===== config.mk =====
export PLATFORM = sky130hd
export DESIGN_NAME = duart_tx_channel
export DESIGN_NICKNAME = d
export VERILOG_FILES = /design/src/rtl/duart_pkg.sv /design/src/rtl/duart_bit_timer.sv /design/src/rtl/duart_tx_channel.sv
export SDC_FILE = /design/constraint.sdc
export NUM_CORES = 1
export LEC_CHECK = 0
export CAP_MARGIN = 15
export CORE_ASPECT_RATIO = 1.4
export CORE_MARGIN = 2
export CORE_UTILIZATION = 50
export DETAILED_ROUTE_END_ITERATION = 7
export PLACE_DENSITY = 0.75
export SYNTH_ARGS = -nofsm -noshare
export SYNTH_HDL_FRONTEND = slang
export SYNTH_SLANG_ARGS = --single-unit

===== constraint.sdc =====
create_clock -name i_clk -period 2.5 [get_ports i_clk]
set_input_delay 0.375 -clock i_clk [delete_from_list [all_inputs] [get_ports i_clk]]
set_output_delay 0.375 -clock i_clk [all_outputs]
set_load 0.005 [all_outputs]

===== src/rtl/duart_pkg.sv =====
// rtl/duart_pkg.sv - shared DUART types, mode codes and character helpers
package duart_pkg;

  typedef enum logic [2:0] {
    IDLE,
    START,
    DATA,
    PARITY,
    STOP
  } tx_state_t;

  localparam logic [1:0] BITS_5 = 2'b00;
  localparam logic [1:0] BITS_6 = 2'b01;
  localparam logic [1:0] BITS_7 = 2'b10;
  localparam logic [1:0] BITS_8 = 2'b11;

  localparam logic [1:0] PAR_WITH  = 2'b00;
  localparam logic [1:0] PAR_FORCE = 2'b01;
  localparam logic [1:0] PAR_NONE  = 2'b10;

  // Mask of the data bits that belong to a character of the selected length
  function automatic logic [7:0] char_mask(input logic [1:0] bits_sel);
    case (bits_sel)
      BITS_5:  char_mask = 8'h1F;
      BITS_6:  char_mask = 8'h3F;
      BITS_7:  char_mask = 8'h7F;
      default: char_mask = 8'hFF;
    endcase
  endfunction

  // Parity bit for a character; par_type selects odd/even, or is the bit itself when forced
  function automatic logic calc_parity(input logic [7:0] data, input logic [1:0] bits_sel,
                                       input logic [1:0] par_mode, input logic par_type);
    if (par_mode == PAR_FORCE) calc_parity = par_type;
    else                       calc_parity = (^(data & char_mask(bits_sel))) ^ par_type;
  endfunction

endpackage


===== src/rtl/duart_bit_timer.sv =====
// rtl/duart_bit_timer.sv - counts DIV baud ticks per serial bit and flags the last one
module duart_bit_timer #(
  parameter int DIV = 16
) (
  input  logic i_clk,
  input  logic i_rst,
  input  logic i_tick,
  input  logic i_restart,
  output logic o_bit_done
);

  localparam int CW = (DIV > 1) ? $clog2(DIV) : 1;
  localparam logic [CW-1:0] LAST = CW'(DIV - 1);

  logic [CW-1:0] r_cnt;

  // A restart wins over a tick so a freshly started bit always gets its full DIV ticks
  assign o_bit_done = i_tick & ~i_restart & (r_cnt == LAST);

  // Tick counter, wraps to zero on the tick that ends the bit
  always_ff @(posedge i_clk or posedge i_rst) begin
    if (i_rst)           r_cnt <= '0;
    else if (i_restart)  r_cnt <= '0;
    else if (i_tick)     r_cnt <= (r_cnt == LAST) ? '0 : r_cnt + CW'(1);
  end

endmodule


===== src/rtl/duart_tx_channel.sv =====
// rtl/duart_tx_channel.sv - one DUART transmit channel: 1-deep THR plus serialiser
module duart_tx_channel
  import duart_pkg::*;
#(
  parameter int DIV = 16
) (
  input  logic       i_clk,
  input  logic       i_rst,
  input  logic       i_wr,
  input  logic [7:0] i_d_in,
  input  logic       i_tx_en,
  input  logic       i_baud_tick,
  input  logic [1:0] i_bits_sel,
  input  logic [1:0] i_par_mode,
  input  logic       i_par_type,
  input  logic       i_stop2,
  input  logic       i_send_break,
  output logic       o_txd,
  output logic       o_tx_rdy,
  output logic       o_tx_emt
);

  tx_state_t  r_state, w_state_next;
  logic [7:0] r_thr, r_shift;
  logic       r_thr_full;
  logic [2:0] r_bit_cnt;
  logic [1:0] r_bits;
  logic       r_par_en, r_par_bit, r_stop2;
  logic       r_txd, r_tx_rdy, r_tx_emt;

  logic w_bit_done, w_restart, w_load, w_wr_ok, w_thr_full_next, w_txd_next;
  logic w_last_data, w_stop_done;

  duart_bit_timer #(.DIV(DIV)) u_timer (
    .i_clk      (i_clk),
    .i_rst      (i_rst),
    .i_tick     (i_baud_tick),
    .i_restart  (w_restart),
    .o_bit_done (w_bit_done)
  );

  // Last data bit index is char length - 1, i.e. bits code + 4
  assign w_last_data = (r_bit_cnt == ({1'b0, r_bits} + 3'd4));
  assign w_stop_done = ~r_stop2 | r_bit_cnt[0];

  // Writes only land when the registered ready says so; a load empties the THR
  assign w_wr_ok         = i_wr & r_tx_rdy;
  assign w_thr_full_next = w_load ? 1'b0 : (w_wr_ok | r_thr_full);

  // State register
  always_ff @(posedge i_clk or posedge i_rst) begin
    if (i_rst) r_state <= IDLE;
    else       r_state <= w_state_next;
  end

  // Next-state logic; a pending byte waits in IDLE while a break is requested
  always_comb begin
    w_state_next = r_state;
    case (r_state)
      IDLE:    if (r_thr_full && !i_send_break) w_state_next = START;
      START:   if (w_bit_done) w_state_next = DATA;
      DATA:    if (w_bit_done && w_last_data) w_state_next = r_par_en ? PARITY : STOP;
      PARITY:  if (w_bit_done) w_state_next = STOP;
      STOP:    if (w_bit_done && w_stop_done) w_state_next = r_thr_full ? START : IDLE;
      default: w_state_next = IDLE;
    endcase
  end

  // Output decode: shifter load strobes and the next TXD level
  always_comb begin
    w_load     = 1'b0;
    w_restart  = 1'b0;
    w_txd_next = r_txd;
    case (r_state)
      IDLE: begin
        w_txd_next = ~(i_send_break & ~r_thr_full);
        if (r_thr_full && !i_send_break) begin
          w_load     = 1'b1;
          w_restart  = 1'b1;
          w_txd_next = 1'b0;
        end
      end
      START:  if (w_bit_done) w_txd_next = r_shift[0];
      DATA: begin
        if (w_bit_done) begin
          if (w_last_data) w_txd_next = r_par_en ? r_par_bit : 1'b1;
          else             w_txd_next = r_shift[1];
        end
      end
      PARITY: if (w_bit_done) w_txd_next = 1'b1;
      STOP: begin
        if (w_bit_done && w_stop_done) begin
          if (r_thr_full) begin
            // back-to-back: next start bit follows the stop bit with no gap
            w_load     = 1'b1;
            w_txd_next = 1'b0;
          end else begin
            w_txd_next = ~i_send_break;
          end
        end
      end
      default: w_txd_next = 1'b1;
    endcase
  end

  // THR, shifter, sampled character format and registered status
  always_ff @(posedge i_clk or posedge i_rst) begin
    if (i_rst) begin
      r_thr      <= 8'h00;
      r_thr_full <= 1'b0;
      r_shift    <= 8'h00;
      r_bit_cnt  <= 3'd0;
      r_bits     <= BITS_8;
      r_par_en   <= 1'b0;
      r_par_bit  <= 1'b0;
      r_stop2    <= 1'b0;
      r_txd      <= 1'b1;
      r_tx_rdy   <= 1'b0;
      r_tx_emt   <= 1'b1;
    end else begin
      if (w_wr_ok) r_thr <= i_d_in;
      r_thr_full <= w_thr_full_next;
      r_txd      <= w_txd_next;
      r_tx_rdy   <= i_tx_en & ~w_thr_full_next;
      r_tx_emt   <= (w_state_next == IDLE) & ~w_thr_full_next;
      if (w_load) begin
        // format is frozen here so mode changes mid-character are harmless
        r_shift   <= r_thr;
        r_bits    <= i_bits_sel;
        r_par_en  <= ~i_par_mode[1];
        r_par_bit <= calc_parity(r_thr, i_bits_sel, i_par_mode, i_par_type);
        r_stop2   <= i_stop2;
        r_bit_cnt <= 3'd0;
      end else if (w_bit_done) begin
        if (r_state == DATA) begin
          r_shift   <= r_shift >> 1;
          r_bit_cnt <= w_last_data ? 3'd0 : r_bit_cnt + 3'd1;
        end else if (r_state == STOP) begin
          r_bit_cnt <= r_bit_cnt + 3'd1;
        end
      end
    end
  end

  assign o_txd    = r_txd;
  assign o_tx_rdy = r_tx_rdy;
  assign o_tx_emt = r_tx_emt;

endmodule


==> reports/metrics.csv <==
metric,value,unit
post-route ant nets,0,
vias in the first global route,1458,
post-synth area from yosys stat,1840,sq um
worst path cell trace,ha_1 -> and4_4 -> o2111a_1 -> or2_1 -> buf_12 -> a211o_1 -> nor3_2,
dpl ws,0.257,ns
initial antenna violation count,0,
Pre-antenna DRT Iters,4,
Critical Path End Type,flip-flop,
syn avg cell area,10.7,sq um
clock buffer depth,2,
Top cells by area,"dfrtp_1 (42%), mux2_2 (6.7%), dfstp_2 (5.7%), a22o_1 (3.3%), a21o_1 (3.3%)",
Final Hold Viols,0,
"FF+latch count, synth",35,
share of layout cells above drive strength 1,16.5,%
post_cts resized,0,
ys cells,172,
"Hold-fix buffers, CTS",0,
Tcrit/Tclk final,82.2,%
final setup fails,0,
max incr delay on CP,0.43,ns
Critical Path RT,2.71,ns
RSZ-0062 raised after global routing,false,
Post-CTS Setup Bufs,0,
slowest library cell on the worst path,dfrtp_1,
status,"finished, final reports clean",
Top Usage Layer GRT,met2,
post-synthesis cell area,1840,sq um
routed vias/inst,5.76,
Post-synth top cells,"dfrtp_1 (31), nor2_1 (13), mux2_2 (11)",
"non-filler cells, final",242,
grt met3 use,5.26,%
dpl cell area,2110,sq um
"CP delay by family, top",simple AND/OR/NAND/NOR gates,
final hold slack,0.483,ns
met3 WL post-DR,129,um
I/O Buffers,22,
fmax,486,MHz
CP Buf/Inv Count,1,
CP Class,flip-flop to flip-flop,
Max Clock Skew,0.00797,ns
-- path summary, 6_finish.rpt --
check                      slack (ns)  cells after the start                    startpoint                           end
setup / recovery                 0.44                      7  u_timer.r_cnt[0]$_DFFE_PP0P_            o_tx_emt$_DFF_PP1_
hold / removal                   0.48                      3                         i_rst  u_timer.r_cnt[3]$_DFFE_PP0P_
setup reg to reg                 0.44                      7  u_timer.r_cnt[0]$_DFFE_PP0P_            o_tx_emt$_DFF_PP1_
hold reg to reg                  0.49                      1        r_shift[3]$_DFFE_PP0P_        r_shift[3]$_DFFE_PP0P_
max in group asynchronous        1.68                      3                         i_rst            o_tx_emt$_DFF_PP1_
min in group i_clk               0.49                      1        r_shift[3]$_DFFE_PP0P_        r_shift[3]$_DFFE_PP0P_
-- tightest hold or removal path, stage by stage --
cell and delay, ns:
clkdlybuf4s50_1 0.39, inv_1 0.05, buf_4 0.38
-- area by class of cell --
cell class,count,area share (%)
tap,42,2.37
inverter,9,1.52
timing repair buffer,27,12.2
clock buffer,7,4.35
sequential,35,39.7
clock inverter,1,0.339
multi-input combinational,121,39.5
-- kinds of logic (layout without fill, tap and decap cells) --
| family | count (synthesis) | count (layout) | synth area share, % |
|---|---|---|---|
| AOI/OAI and AO/OA | 47 | 47 | 17.3 |
| adders and majority gates | 4 | 4 | 2.72 |
| and+or+nand+nor | 50 | 50 | 15.7 |
| DFF | 35 | 35 | 47.8 |
| buffers and inverters | 16 | 44 | 4.68 |
| muxes | 12 | 12 | 7.26 |
| xor gates and xnor gates | 8 | 8 | 4.55 |
-- report_power, final --
group          switching, W  total, W  internal, W
clock              0.000203  0.000454     0.000250
sequential         0.000236   0.00107     0.000834
combinational      0.000383  0.000913     0.000530
total              0.000822   0.00244      0.00161
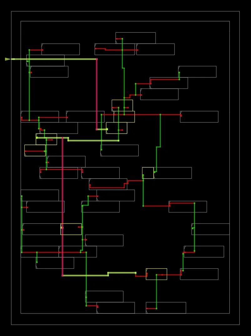
Figure 1: clock routing.
Seq cells: 35
CLK BUF: 7
Clock group: 0.000454 W
total CTS buffers: 5

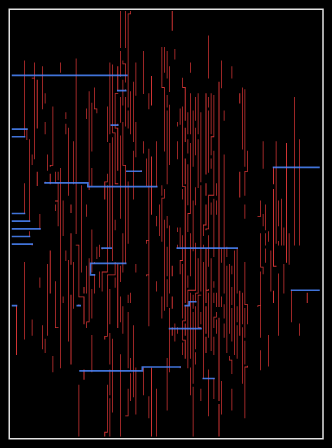
Figure 2: signal wires by layer.
Two of the layers only.
blue -> M3  # wire length 130 um
red -> M2  # wire length 2110 um
GRT Util Overall: 20.4%
routed wire length: 3800 um
Via Count: 1394

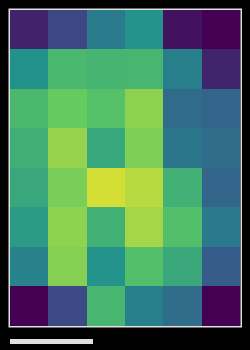
Figure 3: cell density map.
Bar = 20 um. 6 x 8 tiles, from dark purple (low) to yellow (high), 0 to 100% covered.
mean over tiles = 52%
emptiest ninth of the die = top right
tiles over 75% full = 21%
fp_density: 51.5%
Core Footprint: 3580 sq um
Util after Layout: 62.0%

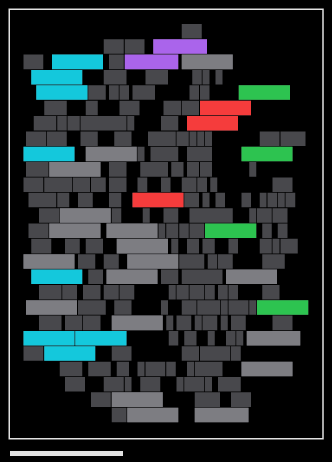
Figure 4: sequential cells colored by netlist name.
Bar = 20 um.
purple -> `r_bits`  # flops 2
green -> `u_timer.r_cnt`  # flops 4
cyan -> `r_thr`  # flops 8
red -> `r_bit_cnt`  # flops 3
sequential power: 0.00107 W
Seq/total area: 39.7%
FF+latch area: 881 sq um

Power figures rest on the tool's default switching activity, not on a simulated workload.
